==> src/rtl/riscv_v_wb_queue_if.sv <==
// Vector writeback queue types and ALU-result / RF-write-port interface.
// Master is the environment side (ALU + RF), slave is the queue.
package riscv_v_wb_pkg;
   localparam int RISCV_V_RF_ADDR_WIDTH  = 5;
   localparam int RISCV_V_DATA_WIDTH     = 128;
   localparam int RISCV_V_NUM_BYTES_DATA = 16;

   typedef logic [RISCV_V_RF_ADDR_WIDTH-1:0]  riscv_v_rf_addr_t;
   typedef logic [RISCV_V_DATA_WIDTH-1:0]     riscv_v_data_t;
   typedef logic [RISCV_V_NUM_BYTES_DATA-1:0] riscv_v_rf_wr_en_t;

   typedef struct packed {
      riscv_v_rf_addr_t  addr;
      riscv_v_data_t     data;
      riscv_v_rf_wr_en_t bytes;
   } riscv_v_wb_data_t;
endpackage

interface riscv_v_wb_queue_if;
   import riscv_v_wb_pkg::*;

   logic              in_valid;
   logic              in_ready;
   riscv_v_rf_addr_t  in_addr;
   riscv_v_data_t     in_data;
   riscv_v_rf_wr_en_t in_bytes;
   logic              rf_wr_stall;
   riscv_v_rf_wr_en_t rf_wr_en;
   riscv_v_rf_addr_t  rf_wr_addr;
   riscv_v_data_t     rf_wr_data;

   modport master (
      output in_valid, in_addr, in_data, in_bytes, rf_wr_stall,
      input  in_ready, rf_wr_en, rf_wr_addr, rf_wr_data
   );

   modport slave (
      input  in_valid, in_addr, in_data, in_bytes, rf_wr_stall,
      output in_ready, rf_wr_en, rf_wr_addr, rf_wr_data
   );
endinterface

==> src/rtl/riscv_v_wb_queue.sv <==
// In-order vector writeback queue with same-register coalescing and hazard report.
// Optional zero-latency cut-through when RISCV_V_WB_BYPASS_EN is defined.
module riscv_v_wb_queue
   import riscv_v_wb_pkg::*;
#(
   parameter int DEPTH    = 4,
   parameter bit COALESCE = 1'b1
) (
   input  logic                   clk,
   input  logic                   rst_n,
   riscv_v_wb_queue_if.slave      wb,
   input  riscv_v_rf_addr_t       hz_addr_a,
   input  riscv_v_rf_addr_t       hz_addr_b,
   output logic                   hz_pend_a,
   output logic                   hz_pend_b,
   output logic [$clog2(DEPTH):0] count,
   output logic                   empty
);

   localparam int PW = $clog2(DEPTH);
   localparam logic [PW:0] CNT_FULL = (PW+1)'(DEPTH);
   localparam logic [PW:0] CNT_ONE  = (PW+1)'(1);

   typedef logic [PW-1:0] ptr_t;

   riscv_v_wb_data_t mem [DEPTH];
   logic [DEPTH-1:0] vld;
   ptr_t             rd_ptr;
   ptr_t             wr_ptr;
   ptr_t             yng;

   logic             full;
   logic             pop;
   logic             accept;
   logic             coal;
   logic             push;
   logic             byp;
   riscv_v_wb_data_t head;
   riscv_v_wb_data_t merged;
   logic [PW:0]      count_nxt;

   assign full        = (count == CNT_FULL);
   assign wb.in_ready = !full;
   assign yng         = wr_ptr - 1'b1;
   assign head        = mem[rd_ptr];
   assign pop         = !empty && !wb.rf_wr_stall;
   assign accept      = wb.in_valid && !full && (|wb.in_bytes);

`ifdef RISCV_V_WB_BYPASS_EN
   assign byp = rst_n && empty && wb.in_valid
              && (|wb.in_bytes) && !wb.rf_wr_stall;
`else
   assign byp = 1'b0;
`endif

   // A single entry that pops this cycle must not absorb a new write.
   assign coal = accept && COALESCE && !empty
               && (wb.in_addr == mem[yng].addr)
               && !(pop && count == CNT_ONE);
   assign push = accept && !coal && !byp;

   always_comb begin
      merged       = mem[yng];
      merged.bytes = mem[yng].bytes | wb.in_bytes;
      for (int i = 0; i < RISCV_V_NUM_BYTES_DATA; i++) begin
         if (wb.in_bytes[i]) begin
            merged.data[8*i +: 8] = wb.in_data[8*i +: 8];
         end
      end
   end

   always_comb begin
      wb.rf_wr_en   = empty ? '0 : head.bytes;
      wb.rf_wr_addr = head.addr;
      wb.rf_wr_data = head.data;
      if (byp) begin
         wb.rf_wr_en   = wb.in_bytes;
         wb.rf_wr_addr = wb.in_addr;
         wb.rf_wr_data = wb.in_data;
      end
   end

   always_comb begin
      hz_pend_a = 1'b0;
      hz_pend_b = 1'b0;
      for (int i = 0; i < DEPTH; i++) begin
         if (vld[i] && mem[i].addr == hz_addr_a) hz_pend_a = 1'b1;
         if (vld[i] && mem[i].addr == hz_addr_b) hz_pend_b = 1'b1;
      end
      if (byp && wb.in_addr == hz_addr_a) hz_pend_a = 1'b1;
      if (byp && wb.in_addr == hz_addr_b) hz_pend_b = 1'b1;
   end

   always_comb begin
      count_nxt = count;
      unique case ({push, pop})
         2'b10:   count_nxt = count + 1'b1;
         2'b01:   count_nxt = count - 1'b1;
         default: count_nxt = count;
      endcase
   end

   always_ff @(posedge clk or negedge rst_n) begin
      if (!rst_n) begin
         rd_ptr <= '0;
         wr_ptr <= '0;
         count  <= '0;
         empty  <= 1'b1;
         vld    <= '0;
         for (int i = 0; i < DEPTH; i++) mem[i] <= '0;
      end else begin
         if (coal) mem[yng] <= merged;
         if (push) begin
            mem[wr_ptr] <= '{addr:  wb.in_addr,
                             data:  wb.in_data,
                             bytes: wb.in_bytes};
            vld[wr_ptr] <= 1'b1;
            wr_ptr      <= wr_ptr + 1'b1;
         end
         if (pop) begin
            vld[rd_ptr] <= 1'b0;
            rd_ptr      <= rd_ptr + 1'b1;
         end
         count <= count_nxt;
         empty <= (count_nxt == '0);
      end
   end

   a_no_push_full: assert property (
      @(posedge clk) disable iff (!rst_n) !(push && full));

   a_count_max: assert property (
      @(posedge clk) disable iff (!rst_n) count <= CNT_FULL);

   // Head contents only move under stall when a write merges into it.
   a_stall_stable: assert property (
      @(posedge clk) disable iff (!rst_n)
      (wb.rf_wr_stall && !empty && !coal) |=>
      ($stable(wb.rf_wr_en) && $stable(wb.rf_wr_addr)
       && $stable(wb.rf_wr_data)));

endmodule
==> src/flat_wrapper.sv <==
// flat-port wrapper written by rule: the top's interface ports become plain ports
module riscv_v_wb_queue_flat import riscv_v_wb_pkg::*;
#(
   parameter int DEPTH    = 4,
   parameter bit COALESCE = 1'b1
)
  (clk, rst_n, hz_addr_a, hz_addr_b, hz_pend_a, hz_pend_b, count, empty, wb_in_valid, wb_in_addr, wb_in_data, wb_in_bytes, wb_rf_wr_stall, wb_in_ready, wb_rf_wr_en, wb_rf_wr_addr, wb_rf_wr_data);
  riscv_v_wb_queue_if wb_i ();
  input  logic clk;
  input  logic rst_n;
  input  riscv_v_rf_addr_t hz_addr_a;
  input  riscv_v_rf_addr_t hz_addr_b;
  output logic hz_pend_a;
  output logic hz_pend_b;
  output logic [$clog2(DEPTH):0] count;
  output logic empty;
  input wire logic [$bits(wb_i.in_valid)-1:0] wb_in_valid;
  input wire logic [$bits(wb_i.in_addr)-1:0] wb_in_addr;
  input wire logic [$bits(wb_i.in_data)-1:0] wb_in_data;
  input wire logic [$bits(wb_i.in_bytes)-1:0] wb_in_bytes;
  input wire logic [$bits(wb_i.rf_wr_stall)-1:0] wb_rf_wr_stall;
  output wire logic [$bits(wb_i.in_ready)-1:0] wb_in_ready;
  output wire logic [$bits(wb_i.rf_wr_en)-1:0] wb_rf_wr_en;
  output wire logic [$bits(wb_i.rf_wr_addr)-1:0] wb_rf_wr_addr;
  output wire logic [$bits(wb_i.rf_wr_data)-1:0] wb_rf_wr_data;
  assign wb_i.in_valid = wb_in_valid;
  assign wb_i.in_addr = wb_in_addr;
  assign wb_i.in_data = wb_in_data;
  assign wb_i.in_bytes = wb_in_bytes;
  assign wb_i.rf_wr_stall = wb_rf_wr_stall;
  assign wb_in_ready = wb_i.in_ready;
  assign wb_rf_wr_en = wb_i.rf_wr_en;
  assign wb_rf_wr_addr = wb_i.rf_wr_addr;
  assign wb_rf_wr_data = wb_i.rf_wr_data;
  riscv_v_wb_queue #(.DEPTH(DEPTH), .COALESCE(COALESCE)) u_core (.clk(clk), .rst_n(rst_n), .wb(wb_i), .hz_addr_a(hz_addr_a), .hz_addr_b(hz_addr_b), .hz_pend_a(hz_pend_a), .hz_pend_b(hz_pend_b), .count(count), .empty(empty));
endmodule
==> config.mk <==
export PLATFORM = sky130hd
export DESIGN_NAME = riscv_v_wb_queue_flat
export DESIGN_NICKNAME = d
export VERILOG_FILES = /design/src/rtl/riscv_v_wb_queue_if.sv /design/src/rtl/riscv_v_wb_queue.sv /design/src/flat_wrapper.sv
export SDC_FILE = /design/constraint.sdc
export NUM_CORES = 2
export LEC_CHECK = 0
export CAP_MARGIN = 15
export CORE_UTILIZATION = 64
export CTS_BUF_LIST = sky130_fd_sc_hd__clkbuf_4 sky130_fd_sc_hd__clkbuf_8 sky130_fd_sc_hd__clkbuf_16
export DETAILED_ROUTE_END_ITERATION = 8
export PLACE_DENSITY = 0.83
export SETUP_SLACK_MARGIN = 0.2
export SKIP_CTS_REPAIR_TIMING = 1
export SLEW_MARGIN = 0
export SYNTH_ARGS = -nofsm -noshare
export SYNTH_HDL_FRONTEND = slang
export SYNTH_SLANG_ARGS = --single-unit
==> constraint.sdc <==
create_clock -name clk -period 13 [get_ports clk]
set_input_delay 1.95 -clock clk [delete_from_list [all_inputs] [get_ports clk]]
set_output_delay 1.95 -clock clk [all_outputs]
set_load 0.05 [all_outputs]
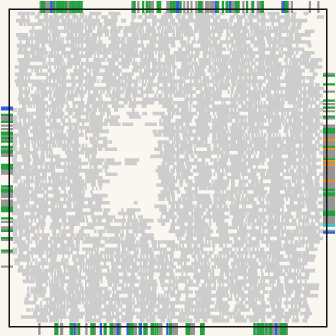
(images/pins.png)
Pins as bars across the die edge, other pins in grey.
Key: wb_rf_wr_addr = orange [pins 5, direction output, edge east]; wb_rf_wr_data = green [pins 128, direction output, edge 46 north, 44 south, 22 west, 16 east]; wb_in_bytes = blue [pins 16, direction input, edge 7 south, 6 north, 2 west, 1 east]; empty = cyan [pins 1, direction output, edge east]
All pins by edge: 106 north, 93 south, 69 east, 51 west.
I/O Buffers: 318
Die Span Y: 241 um

==> changes_impl.md <==
### Implementation results

- Critical-path cell list: buf_4 -> buf_4 -> mux4_2 -> nor2b_1 -> clkdlybuf4s50_1
- Fillers: 3,835
- Routed Antenna Nets: 0
- Fin worst setup slack: 6.25 ns
- Yosys Chip Area: 36,400 um2
- Outcome: completed
- Signal buffers: 372
- Syn Area/Cell: 9.56 um2
- Hold Path End: u_core.mem[157]$_DFF_PN0_
- Share of post-route cells with drive strength above 1: 12.6%
- Sequential share of power: 27.8%
- XOR Share, Synth: 1.30%
- Stage-log warning count: 60
- Post-layout nets: 4,098
- Crit. path cell count: 5
- Iter 0 DRT Violations: 3,544
- Ant. Diodes: 6
- Gpl congestion: 0.893
- Comb area leader: multiplexers
- Reg2reg setup slack: 6.49 ns
- Number of global-route vias before repair: 30,700
- Clock power share: 16.1%
- WHS: 0.530 ns
- Signal buffers share of area: 8.69%
- Top cell excl fill/tap: nand2_1
- Largest cells by area: dfrtp_1, mux4_2, o21ai_0
- Comb/total area: 46.9%
- WP buf/inv: 3
- Standard-cell rows: 87
- Crit path max-delay cell type: dfrtp_4
- Final Hold Viols: 0
- Post-Layout Cell Count: 4,731
- Core Box Area: 56,300 um2
- Initial antenna violation count: 8
- Dpl cell area: 39,500 um2
- Skew final: 0.0231 ns
- Period utilisation layout: 51.9%
- CP most frequent cell: buf_4
- # H-tree levels: 3
- Comb power: 7.35 mW
- Setup WS pre-CTS: 6.25 ns
- Worst EP arrival: 4.80 ns
- Worst setup EP type: output port
- Max frequency: 148 MHz
- DP HPWL: 60,400 um
- N_taps: 756
- Largest regs: u_core.mem x596, u_core.vld x4, u_core.count x3
- Leading cell kind: combinational gates
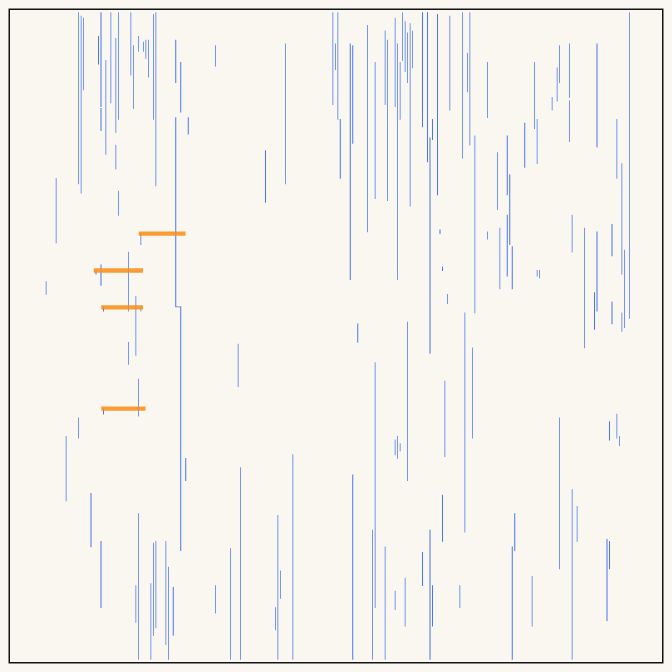
(images/metal_stack.png)
Two of the layers only.
Key: met4 = blue [wire length 4,260 um]; met5 = orange [wire length 60.7 um]
vias after detailed routing: 31,600
wirelength, routed: 106,000 um
WL/cell: 22.4 um
Total GRT Usage: 37.0%

## metal layers
layer  track usage, %  vias up  wire, um
met5                0        -        60
met2             58.7     1934     50500
met1             49.8    15500     40900
met3             7.54      325     10500
met4             16.4        8      4260
li1                 -    13800         -
## cells in the mapped netlist, drive strengths merged, types with 2 or more instances
cell,instances
and3,2
o21ai,904
dfrtp,607
nor2b,16
mux2i,133
xor2,34
nor2,188
ha,16
o22a,64
or2,4
nand4,5
nand3,9
o21a,49
clkbuf,157
a21oi,134
a211oi,2
inv,14
nor4,15
nand2,943
xnor2,16
mux4,298
buf,180
a31oi,15
Power is estimated from default activity; no workload was simulated.
